==> config.mk <==
export PLATFORM = sky130hd
export DESIGN_NAME = fp_iir_engine
export DESIGN_NICKNAME = d
export VERILOG_FILES = /design/src/rtl/fp_filt_pkg.sv /design/src/rtl/fp_tap_hist.sv /design/src/rtl/fp_iir_engine.sv
export SDC_FILE = /design/constraint.sdc
export NUM_CORES = 1
export LEC_CHECK = 0
export CAP_MARGIN = 20
export CORE_ASPECT_RATIO = 0.75
export CORE_MARGIN = 1.5
export CORE_UTILIZATION = 54
export CTS_CLUSTER_DIAMETER = 30
export DETAILED_ROUTE_END_ITERATION = 10
export GPL_TIMING_DRIVEN = 0
export MAX_ROUTING_LAYER = met4
export PLACE_DENSITY = 0.83
export SETUP_SLACK_MARGIN = 0.02
export SKIP_LAST_GASP = 1
export SYNTH_ARGS = -nofsm -noshare
export SYNTH_HDL_FRONTEND = slang
export SYNTH_SLANG_ARGS = --single-unit
==> constraint.sdc <==
create_clock -name clk -period 2.7 [get_ports clk]
set_input_delay 0.27 -clock clk [delete_from_list [all_inputs] [get_ports clk]]
set_output_delay 0.27 -clock clk [all_outputs]
set_load 0.02 [all_outputs]
**Cell placement**

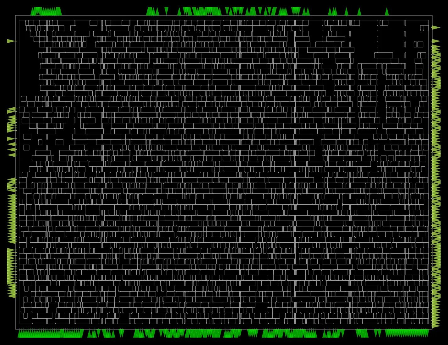
count of non-filler cells in the finished layout: 3106
Tapcells: 406
final sequential cell count: 393
number of fill cells in the layout: 2257

**Cells coloured by class**

Drawn at 1.5 px/um.
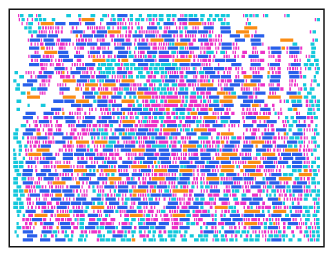
| class | colour | cells | share of their area |
|---|---|---|---|
| all other logic | magenta | 1611 | 36% |
| flip-flops | blue | 393 | 34% |
| other buffers and delay cells | cyan | 575 | 20% |
| clock drivers and dummy loads | orange | 120 | 9.8% |
row cnt: 56
final core area utilization: 74.8%

**I/O nets highlighted**

Drawn at 2 px/um.
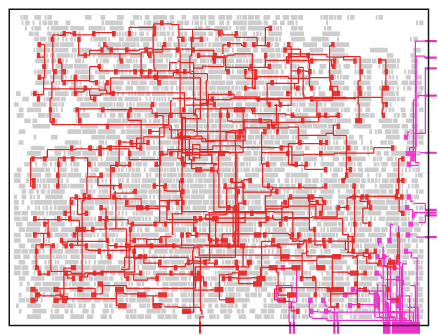
| port | colour | direction | end cells | wire |
|---|---|---|---|---|
| `rst` | red | input | 394 | 6220 um |
| `add_b` | magenta | output | 32 | 1010 um |
Buffers on Ports: 302
IO Pins: 401

==> results.json <==
{
  "run_status": "finished, violations left",
  "failed_checks": "setup timing",
  "final_max_slew_viol_count": 0,
  "dominantRegCellSynth": "dfxtp_1",
  "cpPeakStageDelay_ns": 0.34,
  "worst_slew_pin_slew_ns": 0.998,
  "synth-cells-yosys": 2197,
  "rsz0062_at_grt": "true",
  "route.antenna.remaining_nets": 0,
  "diodes": 1,
  "pwr.group.clock_mw": 8.42,
  "first_pass_iters": 7,
  "num-nonclk-inverters": 4,
  "drt-vias-per-instance": 5.82,
  "worstSetupPathDepth": 9,
  "globalRouteTotalUtil_pct": 36.9,
  "clk_root_buffer_cell": "clkbuf_16",
  "timing.critical_path.arrival_ns": 2.50,
  "m1WireLength_mm": 24.3,
  "post_synth_main_logic_family": "simple AND/OR/NAND/NOR gates",
  "yosys_warnings": 0,
  "top_cells_by_area": "dfxtp_1, nand2_1, a21oi_1",
  "comb_area_share_pct": 35.3,
  "post_synthesis_xor_xnor_area_fraction_pct": 0.102,
  "final.setup.worst_slack_ns": -0.0718,
  "leakage_nw": 8.61,
  "skew_ns": 0.0219,
  "timing_hold_violations_final": 0,
  "drt-initial-drc-count": 1955,
  "dieWidth_um": 209,
  "mi_comb_area_um2": 8240,
  "gp_routability_congestion": 0.913,
  "min_path_type": "in2reg",
  "standard_cell_core_area_um2": 31300,
  "detailroute.wirelength.met3_mm": 6.33,
  "core_utilization_at_floorplan_pct": 54.9,
  "power_in_sequential_cells_mw": 6.37,
  "finalWirelength_mm": 61.1,
  "place_ws_ns": -0.643,
  "first_pass_grt_wire_length_mm": 92.9,
  "synthesis.area_per_instance_um2": 7.81,
  "timing.setup.critical_path_class": "reg2out",
  "top_cell_area_share_pct": 45.8,
  "routed_wire_length_per_instance_um": 19.7,
  "first_global_vias": 17314,
  "max_reg_flops": 128,
  "slew-limit-headroom_pct": 33.5,
  "routed-wl-met2_mm": 27.7,
  "cts_resized": 467,
  "biggestCellCategory": "combinational gates",
  "log.warning_count": 64,
  "n_clock_buffer": 82,
  "worstPathBufferInverterCount": 4,
  "route.detailed.drc": 0,
  "synth.yosys.seq_area_share_pct": 45.8,
  "worst_ep_required_time_ns": 2.43,
  "design.die.area_um2": 32900,
  "critPathSlowestCell": "dfxtp_2",
  "postCtsHoldBufs": 0,
  "grt_start_max_net_pins": 13,
  "final-setup-viol-count": 30,
  "vias": 18089,
  "flop_area_um2": 7870,
  "power.clock.fraction_pct": 45.9,
  "power.combinational.total_mw": 3.56,
  "switching_share_pct": 29.9,
  "clock_latency_ns": 0.57,
  "global_route.overflow_total": 0,
  "synthArstFlopShare_pct": 0,
  "timing.critical_path.mode_cell": "buf_4",
  "power_report.internal_total_mw": 12.9,
  "reg2regPathDepth": 9,
  "postCtsSetupRepairBufs": 14,
  "final.signal_buffer_count": 575,
  "post_synth_inst_count": 2197,
  "crit_path_end_kind": "output port",
  "edf_count": 0,
  "cell_count_of_the_worst_hold_path": 3,
  "most_instantiated_logic_cells_after_routing": "nand2_1, a21oi_1, dfxtp_1, clkdlybuf4s50_1, buf_4",
  "max_clock_freq_ghz": 0.361,
  "final_nets": 2825,
  "syn_to_final_growth_pct": 36.1,
  "ys_types": 47,
  "num-multi-input-gates": 1607,
  "grt_use_met3_pct": 8.00,
  "drv_cap": 0,
  "combinational_fraction_of_design_power_pct": 19.4,
  "die-height_um": 157,
  "synth_simple_gate_area_share_pct": 22.0,
  "final_layout_size_suffix_gt1_share_pct": 18.2,
  "synth-area-yosys_um2": 17200,
  "share_seq_of_total_power_pct": 34.7,
  "yosys_register_bits": 393,
  "ao_oa_area_share_pct": 21.2,
  "cts-root-to-sink-buffers": 3,
  "highest_layer": "met4",
  "cts_buffers": 67,
  "mux_area_share_pct": 2.12,
  "path_delay_family": "buffers and inverters",
  "area_share_clock_buf_inv_pct": 9.59,
  "clkSinkCount": 393,
  "worstSetupStartpointType": "flop",
  "h-tree-depth": 3,
  "power.net_switching_mw": 5.48,
  "top_area_cell": "dfxtp_1",
  "synthesis.area_um2": 17200,
  "place_hpwl_mm": 41.5,
  "clk_pin_slew_ns": 0.05,
  "worstPathCellList": "inv_4, ha_4, nor3b_4, buf_6, buf_4, a221o_1, o211ai_1, a21oi_1, buf_4",
  "dominant_power_group": "clock",
  "synthAdderAreaFrac_pct": 0.292,
  "layout_top_cell_excl_fill_tap": "nand2_1",
  "seq-cell-share_pct": 33.7,
  "fin_crit_sh_pct": 103,
  "grt_antenna_before_repair": 1,
  "buf_share_pct": 19.2,
  "setup_total_negative_slack_ns": -0.889,
  "gr-usage-met1_pct": 45.6,
  "gr-usage-met2_pct": 57.8,
  "ff2ff_setup_slack_ns": 0.16,
  "clock_period_minus_final_worst_setup_slack_ns": 2.77,
  "grt_most_used_layer": "met2",
  "cts_tree": "yes",
  "p_per_area_nw_per_um2": 785,
  "power.total_mw": 18.3,
  "maximum_fanout_along_the_worst_path": 10,
  "vdd_ir_drop_max_mv": 0.539
}
-- stage by stage --
step	cells	area (um^2)	hold WS [ns]
after floorplan	2260	17400	0.406
after detailed placement	2968	20900	0.444
final	3106	23400	0.251
after global routing	3106	23400	0.264
after global placement	2968	20900	0.437
after CTS	3107	23400	0.240
-- cells in the mapped netlist, types with 2 or more instances --
library cell,instances
dfxtp_1,393
inv_1,4
ha_1,4
clkbuf_4,2
clkbuf_1,94
o211ai_1,64
nor2_1,38
buf_6,12
and4b_1,2
nor3_1,7
a211oi_2,21
nand3_1,2
and2_1,67
xnor2_1,2
and4_1,2
a221o_1,64
mux2i_1,33
buf_2,59
nand4b_1,3
and3_1,2
nand4_1,2
buf_4,79
nor3b_1,5
nor4b_2,2
nand2_1,776
a211oi_1,12
a21oi_1,417
buf_1,10
